## config.mk

```make
export PLATFORM = sky130hd
export DESIGN_NAME = alu_req_scheduler
export DESIGN_NICKNAME = d
export VERILOG_FILES = /design/src/rtl/alu_ctrl_pkg.sv /design/src/rtl/rr_arb2.sv /design/src/rtl/alu_req_scheduler.sv
export SDC_FILE = /design/constraint.sdc
export NUM_CORES = 1
export LEC_CHECK = 0
export CAP_MARGIN = 20
export CORE_UTILIZATION = 44
export DETAILED_ROUTE_END_ITERATION = 8
export GPL_ROUTABILITY_DRIVEN = 0
export MAX_ROUTING_LAYER = met4
export PLACE_DENSITY_LB_ADDON = 0.3
export SETUP_SLACK_MARGIN = 0.02
export SYNTH_ARGS = -nofsm -noshare
export SYNTH_HDL_FRONTEND = slang
export SYNTH_SLANG_ARGS = --single-unit
```

## constraint.sdc

```tcl
create_clock -name clk -period 4.3 [get_ports clk]
set_clock_uncertainty 0.2 [all_clocks]
set_input_delay 0.86 -clock clk [delete_from_list [all_inputs] [get_ports clk]]
set_output_delay 0.86 -clock clk [all_outputs]
set_load 0.01 [all_outputs]
```

## src/rtl/alu_ctrl_pkg.sv

```systemverilog
// Shared definitions for the ALU request scheduler: opcodes, FSM states,
// response error codes and the accept-time reject classifier.
package alu_ctrl_pkg;

    localparam logic [3:0] OP_ADD  = 4'd0;
    localparam logic [3:0] OP_SUB  = 4'd1;
    localparam logic [3:0] OP_MUL  = 4'd2;
    localparam logic [3:0] OP_DIV  = 4'd3;
    localparam logic [3:0] OP_REM  = 4'd4;
    localparam logic [3:0] OP_AND  = 4'd5;
    localparam logic [3:0] OP_OR   = 4'd6;
    localparam logic [3:0] OP_NAND = 4'd7;
    localparam logic [3:0] OP_NOR  = 4'd8;
    localparam logic [3:0] OP_XOR  = 4'd9;
    localparam logic [3:0] OP_SHL  = 4'd10;
    localparam logic [3:0] OP_SHR  = 4'd11;
    localparam logic [3:0] OP_ROL  = 4'd12;
    localparam logic [3:0] OP_ROR  = 4'd13;

    typedef enum logic [2:0] {
        ST_IDLE  = 3'd0,
        ST_PREP  = 3'd1,
        ST_ISSUE = 3'd2,
        ST_WAIT  = 3'd3,
        ST_RESP  = 3'd4
    } state_e;

    localparam logic [1:0] ERR_OK      = 2'b00;
    localparam logic [1:0] ERR_DIV0    = 2'b01;
    localparam logic [1:0] ERR_ILLEGAL = 2'b10;
    localparam logic [1:0] ERR_TIMEOUT = 2'b11;

    // Commands that are answered without ever touching the ALU.
    function automatic logic [1:0] reject_code(input logic [3:0] op, input logic [15:0] b);
        if (op == 4'hE || op == 4'hF) begin
            return ERR_ILLEGAL;
        end else if (op == OP_DIV && b == 16'd0) begin
            return ERR_DIV0;
        end else begin
            return ERR_OK;
        end
    endfunction

endpackage

```

## src/rtl/rr_arb2.sv

```systemverilog
// Two-way round-robin arbiter; the last-grant flop moves only on the update strobe.
module rr_arb2 (
    input  logic clk,
    input  logic rst,
    input  logic i_req0,
    input  logic i_req1,
    input  logic i_update,
    output logic o_gnt0,
    output logic o_gnt1
);

    // r_last1 = 1 means requester 1 was granted last; reset value lets req0 win the first tie.
    logic r_last1;

    // Last-grant pointer, moved to the winner when a grant is consumed.
    always_ff @(posedge clk) begin
        if (!rst) begin
            r_last1 <= 1'b1;
        end else if (i_update) begin
            r_last1 <= o_gnt1;
        end
    end

    // A sole requester wins; on a tie the one not granted last wins.
    always_comb begin
        o_gnt0 = i_req0 && (!i_req1 || r_last1);
        o_gnt1 = i_req1 && (!i_req0 || !r_last1);
    end

endmodule

```

## src/rtl/alu_req_scheduler.sv

```systemverilog
// Accepts commands from two requesters, sequences one ALU operation at a time
// (PREP -> ISSUE -> WAIT) and returns a one-cycle response to the requester.
module alu_req_scheduler
    import alu_ctrl_pkg::*;
#(
    parameter int TIMEOUT = 40
) (
    input  logic               clk,
    input  logic               rst,
    input  logic               req0_valid,
    input  logic               req1_valid,
    output logic               req0_ready,
    output logic               req1_ready,
    input  logic [3:0]         req0_op,
    input  logic [3:0]         req1_op,
    input  logic signed [15:0] req0_a,
    input  logic signed [15:0] req1_a,
    input  logic signed [15:0] req0_b,
    input  logic signed [15:0] req1_b,
    output logic               rsp0_valid,
    output logic               rsp1_valid,
    output logic signed [15:0] rsp_low,
    output logic signed [15:0] rsp_high,
    output logic [1:0]         rsp_err,
    output logic               alu_en,
    output logic               alu_start,
    output logic [3:0]         alu_op,
    output logic signed [15:0] alu_a,
    output logic signed [15:0] alu_b,
    input  logic [15:0]        alu_z_low,
    input  logic [15:0]        alu_z_high,
    input  logic               alu_valid,
    output logic               busy
);

    localparam int CNT_W = (TIMEOUT > 1) ? $clog2(TIMEOUT) : 1;

    state_e              r_state;
    state_e              w_next;
    logic                w_gnt0;
    logic                w_gnt1;
    logic                w_accept;
    logic [3:0]          w_in_op;
    logic signed [15:0]  w_in_a;
    logic signed [15:0]  w_in_b;
    logic [1:0]          w_rej;
    logic                w_timeout;
    logic [3:0]          r_op;
    logic signed [15:0]  r_a;
    logic signed [15:0]  r_b;
    logic                r_id;
    logic                r_alu_en;
    logic [CNT_W-1:0]    r_cnt;
    logic signed [15:0]  r_rsp_low;
    logic signed [15:0]  r_rsp_high;
    logic [1:0]          r_rsp_err;

    rr_arb2 u_arb (
        .clk      (clk),
        .rst      (rst),
        .i_req0   (req0_valid),
        .i_req1   (req1_valid),
        .i_update (w_accept),
        .o_gnt0   (w_gnt0),
        .o_gnt1   (w_gnt1)
    );

    // Mux the granted requester's fields and classify them for early reject.
    always_comb begin
        w_accept  = (r_state == ST_IDLE) && (w_gnt0 || w_gnt1);
        w_in_op   = w_gnt1 ? req1_op : req0_op;
        w_in_a    = w_gnt1 ? req1_a  : req0_a;
        w_in_b    = w_gnt1 ? req1_b  : req0_b;
        w_rej     = reject_code(w_in_op, w_in_b);
        w_timeout = (r_cnt == CNT_W'(TIMEOUT - 1));
    end

    // State register.
    always_ff @(posedge clk) begin
        if (!rst) begin
            r_state <= ST_IDLE;
        end else begin
            r_state <= w_next;
        end
    end

    // Next-state logic; rejects bypass the ALU, alu_valid beats a same-cycle timeout.
    always_comb begin
        w_next = r_state;
        case (r_state)
            ST_IDLE:  if (w_accept) w_next = (w_rej != ERR_OK) ? ST_RESP : ST_PREP;
            ST_PREP:  w_next = ST_ISSUE;
            ST_ISSUE: w_next = ST_WAIT;
            ST_WAIT:  if (alu_valid || w_timeout) w_next = ST_RESP;
            ST_RESP:  w_next = ST_IDLE;
            default:  w_next = ST_IDLE;
        endcase
    end

    // Handshake, start pulse, response strobes and busy decoded from the state.
    always_comb begin
        req0_ready = (r_state == ST_IDLE) && w_gnt0;
        req1_ready = (r_state == ST_IDLE) && w_gnt1;
        alu_start  = (r_state == ST_ISSUE);
        rsp0_valid = (r_state == ST_RESP) && !r_id;
        rsp1_valid = (r_state == ST_RESP) && r_id;
        busy       = (r_state != ST_IDLE);
    end

    // ALU clock enable is registered from the next state so its gated clock is glitch-free.
    always_ff @(posedge clk) begin
        if (!rst) begin
            r_alu_en <= 1'b0;
        end else begin
            r_alu_en <= (w_next == ST_PREP) || (w_next == ST_ISSUE) || (w_next == ST_WAIT);
        end
    end

    // Latch the accepted command; operands then stay stable for the whole ALU run.
    always_ff @(posedge clk) begin
        if (!rst) begin
            r_op <= 4'd0;
            r_a  <= 16'sd0;
            r_b  <= 16'sd0;
            r_id <= 1'b0;
        end else if (w_accept) begin
            r_op <= w_in_op;
            r_a  <= w_in_a;
            r_b  <= w_in_b;
            r_id <= w_gnt1;
        end
    end

    // WAIT-cycle counter, cleared whenever the FSM is elsewhere.
    always_ff @(posedge clk) begin
        if (!rst) begin
            r_cnt <= '0;
        end else if (r_state == ST_WAIT) begin
            r_cnt <= r_cnt + 1'b1;
        end else begin
            r_cnt <= '0;
        end
    end

    // Response data/error, updated only on the way into RESP and held afterwards.
    always_ff @(posedge clk) begin
        if (!rst) begin
            r_rsp_low  <= 16'sd0;
            r_rsp_high <= 16'sd0;
            r_rsp_err  <= ERR_OK;
        end else if (w_accept && (w_rej != ERR_OK)) begin
            r_rsp_low  <= 16'sd0;
            r_rsp_high <= 16'sd0;
            r_rsp_err  <= w_rej;
        end else if (r_state == ST_WAIT) begin
            if (alu_valid) begin
                r_rsp_low  <= $signed(alu_z_low);
                r_rsp_high <= $signed(alu_z_high);
                r_rsp_err  <= ERR_OK;
            end else if (w_timeout) begin
                r_rsp_low  <= 16'sd0;
                r_rsp_high <= 16'sd0;
                r_rsp_err  <= ERR_TIMEOUT;
            end
        end
    end

    assign alu_en   = r_alu_en;
    assign alu_op   = r_op;
    assign alu_a    = r_a;
    assign alu_b    = r_b;
    assign rsp_low  = r_rsp_low;
    assign rsp_high = r_rsp_high;
    assign rsp_err  = r_rsp_err;

endmodule

```

==> images/clock_map.png <==
Scale: 4 px per um.
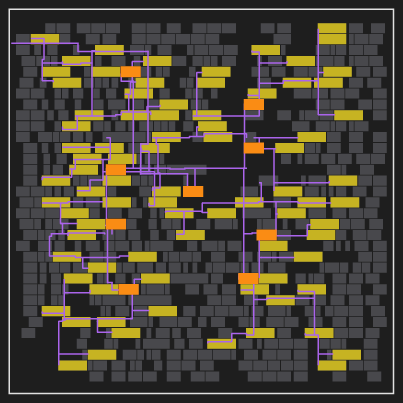
flip-flops: drawn in yellow, count 82. cells driving clock nets: drawn in orange, count 9. clock wires: drawn in purple, length 952 um.
Position of the flops: widely spread. There are 10 routed clock nets.

==> images/met3.png <==
Scale: 4 px per um. Cells faint in the background.
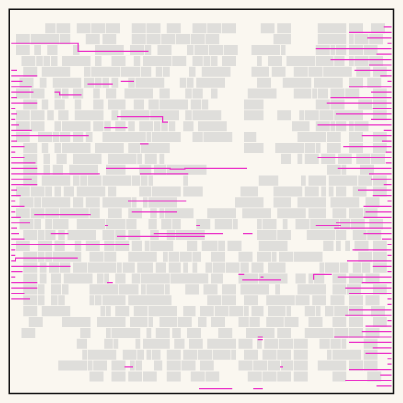
The longest straight run is 29.2 um. The layer carries 922 um of wire. 126 nets have wire on it.

==> ci_impl_report.md <==
### Flow metrics

| Metric | Value |
|---|---|
| Clock transition at path regs | `0.08 ns` |
| Comb area | `1980 um2` |
| Warnings from Yosys | `0` |
| First-pass GRT wire length | `16900 um` |
| Reg2reg end | `rsp_high[0]` |
| Synthesized instance count | `402` |
| Final max-slew violation count | `0` |
| Unique cell type count in the Yosys netlist | `roughly 46` |
| Tcrit/Tclk final | `76.8%` |
| Layout cell share with drive strength beyond 1 | `8.87%` |
| Hold buffers post-CTS | `0` |
| CTS tree | `yes` |
| CTS root buf | `clkbuf_8` |
| WP data required | `3.24 ns` |
| Clk_lat worst skew | `0.34 ns` |
| Slowest Stage Delay on Critical Path | `0.52 ns` |
| Final tally of hold violations | `0` |
| Post CTS Setup Buffer Count | `0` |
| OpenROAD warnings | `26` |
| GRT Total Usage | `24.7%` |
| WHS Endpoint | `r_cnt[0]` |
| DR pass1 iterations | `6` |
| Ant. Diodes | `0` |
| Fillcell total | `645` |
| Seq/Total Area, Yosys | `between 40% and 50%` |
| Largest logic family | `AND-OR/OR-AND gates` |
| Nets | `680` |
| Setup ws final | `1.00 ns` |
| DR WL met2 | `5440 um` |
| CP max-delay cell | `clkdlybuf4s50_1` |
| Slew margin rel. | `a little under 60%` |
| AND-OR/OR-AND share of the synthesized area | `a little under a quarter` |
| Worst-path fanout max | `3` |
| WL per Instance | `16.3 um` |
| Setup crit end kind | `output pin` |
| Synth Area in XOR/XNOR | `0.907%` |
| CTS Sinks | `82` |
| Reg2Reg Depth | `6` |
| RSZ-0062 raised after global routing | `no` |
| Critical Path Most Common Cell | `clkdlybuf4s50_1` |
| R2R Setup Slk | `~1.9 ns` |
| Adder Share, Synth | `0.324%` |
| MUX area fraction | `under 10%` |
| Final WL | `11100 um` |
| Worst Tran Pin Value | `0.618 ns` |
| Status | `finished clean` |
| Ys cells | `402` |
| First-iteration detailed-routing DRC count | `133` |
| Power Dens Cells | `approximately 380 nW/um2` |
| Metal3 WL | `about 920 um` |
| Top cells by area | `dfxtp_1 43%, a211oi_1 10%, mux2i_1 9.3%, a211oi_2 5.5%, nand3_1 4.7%` |
| Total nets after synthesis | `512` |
| Number of global-route vias before repair | `3564` |
| Most frequent logic cells in the routed design | `185 x clkdlybuf4s50_1, 82 x dfxtp_1, 52 x a211oi_1` |
| Crit Path Category | `in -> out` |
| Chip height | `95.7 um` |
| Register area | `1640 um2` |
| Std-Cell Rows | `33` |
| Largest net degree at the start of global routing | `53` |
| # IOs | `186` |
| Routed vias/inst | `5.51` |
| Max Used Layer | `met4` |
| Maximum root-to-sink buffer count | `2` |
| Die area | `9160 um2` |
| M1 WL | `4510 um` |
| Hold Path Origin | `r_cnt[0]` |
| FMAX | `303 MHz` |
| Syn_area_per_cell | `9.61 um2` |
| Top cell excl fill/tap | `clkdlybuf4s50_1` |
| H-tree depth | `3` |
| Area leader, netlist | `dfxtp_1` |
| Final HPWL DP | `8110 um` |
| WHS | `0.268 ns` |
==> images/density.png <==
Scale: 4 px per um. 10 x 10 tiles, from white (low) to dark blue (high), 0 to 100% covered.
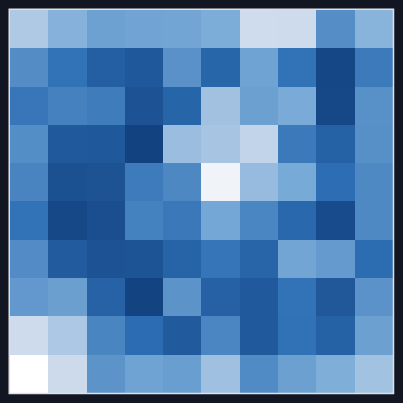
33% of the tiles are over 75% full. The emptiest ninth of the die: lower left. The fullest tile reaches 93%.
final core utilization: 71.1%
Core Area: 8340 um2
fp util: 46.3%

==> images/met1.png <==
Scale: 3 px per um. Supply wires on this layer in gray.
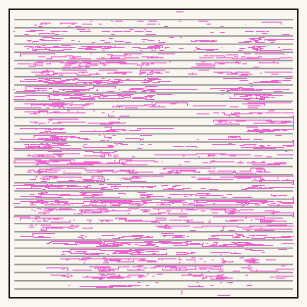
The wires run mostly horizontal. The longest straight run is 23.9 um. 582 nets have wire on it. The layer holds 41% of the routed length.

[critical path, delay by kind of cell]
| kind | cells | cell delay, ns |
|---|---|---|
| buffers and inverters | 3 | 1.10 |
| AND/OR/NAND/NOR | 1 | 0.09 |
| AND-OR/OR-AND | 1 | 0.19 |
[cells in the mapped netlist, drive strengths merged]
library cell	count
a2111oi	1
a211oi	69
a21boi	1
a21oi	2
a221o	1
a31oi	1
and2	1
and3	3
and3b	1
buf	23
clkbuf	13
clkinv	1
dfxtp	82
ha	1
inv	2
mux2	1
mux2i	36
nand2	8
nand2b	2
nand3	36
nand3b	2
nand4	1
nand4b	5
nor2	50
nor2b	2
nor3	2
nor3b	1
nor4	6
nor4b	4
o21ai	34
o21ba	1
o221ai	1
o22a	1
o22ai	1
o31ai	1
o32ai	1
xnor2	2
xor2	2
[registers in the layout, summed over array words and instances, names as in the netlist]
name and cells:
alu_a 16, u_arb.r_last1 1, r_cnt 6, alu_b 16, rsp_low 16, rsp_err 2, alu_en 1, rsp_high 16
r_id 1, r_state 3, alu_op 4
[routing by layer]
metal | vias to the layer above | global-route usage, %
li1 | 1840 | -
met1 | 1732 | 29.0
met2 | 157 | 42.1
met3 | 21 | 4.50
met4 | 0 | 9.33
met5 | - | -
[where the power goes]
part	total [W]	internal, W	switching, W
registers	0.000912	0.000853	0.0000591
logic	0.000718	0.000377	0.000341
clock network	0.000641	0.000362	0.000279
total	0.00227	0.00159	0.000679
[how the worst max path moves through the flow]
stage                         endpoint  cells after the start  slack, ns       start
after global placement     rsp_high[6]                      7       0.91  req1_valid
after global routing        req1_ready                      5       0.92  req1_valid
after CTS                   req1_ready                      5        1.0  req1_valid
after detailed placement  rsp_high[12]                      7       0.81  req1_valid
final                       req1_ready                      5        1.0  req1_valid
after floorplan             req1_ready                      5       1.61  req1_valid
[cell type report]
class                   count  area share, %
repair buffers            193           32.5
well taps                 105           2.22
clock inverters             5           1.46
flip-flops and latches     82           27.7
inverters                   3          0.190
clock buffers              11           2.55
multi-input cells         281           33.4
[stage by stage]
| stage | std cells | power, W | instance area (um2) |
|---|---|---|---|
| after floorplan | 402 | 0.00132 | 3860 |
| after global placement | 663 | 0.00163 | 5680 |
| after detailed placement | 663 | 0.00165 | 5680 |
| after CTS | 679 | 0.00229 | 5920 |
| after global routing | 680 | 0.00239 | 5930 |
| final | 680 | 0.00227 | 5930 |
[logic make-up after synthesis]
kind of cell,Yosys count
simple gates,124
xor+xnor,4
flops,82
mux,37
fa+ha+maj,1
buf+inv,39
compound gates,115
Power figures rest on the tool's default switching activity, not on a simulated workload.
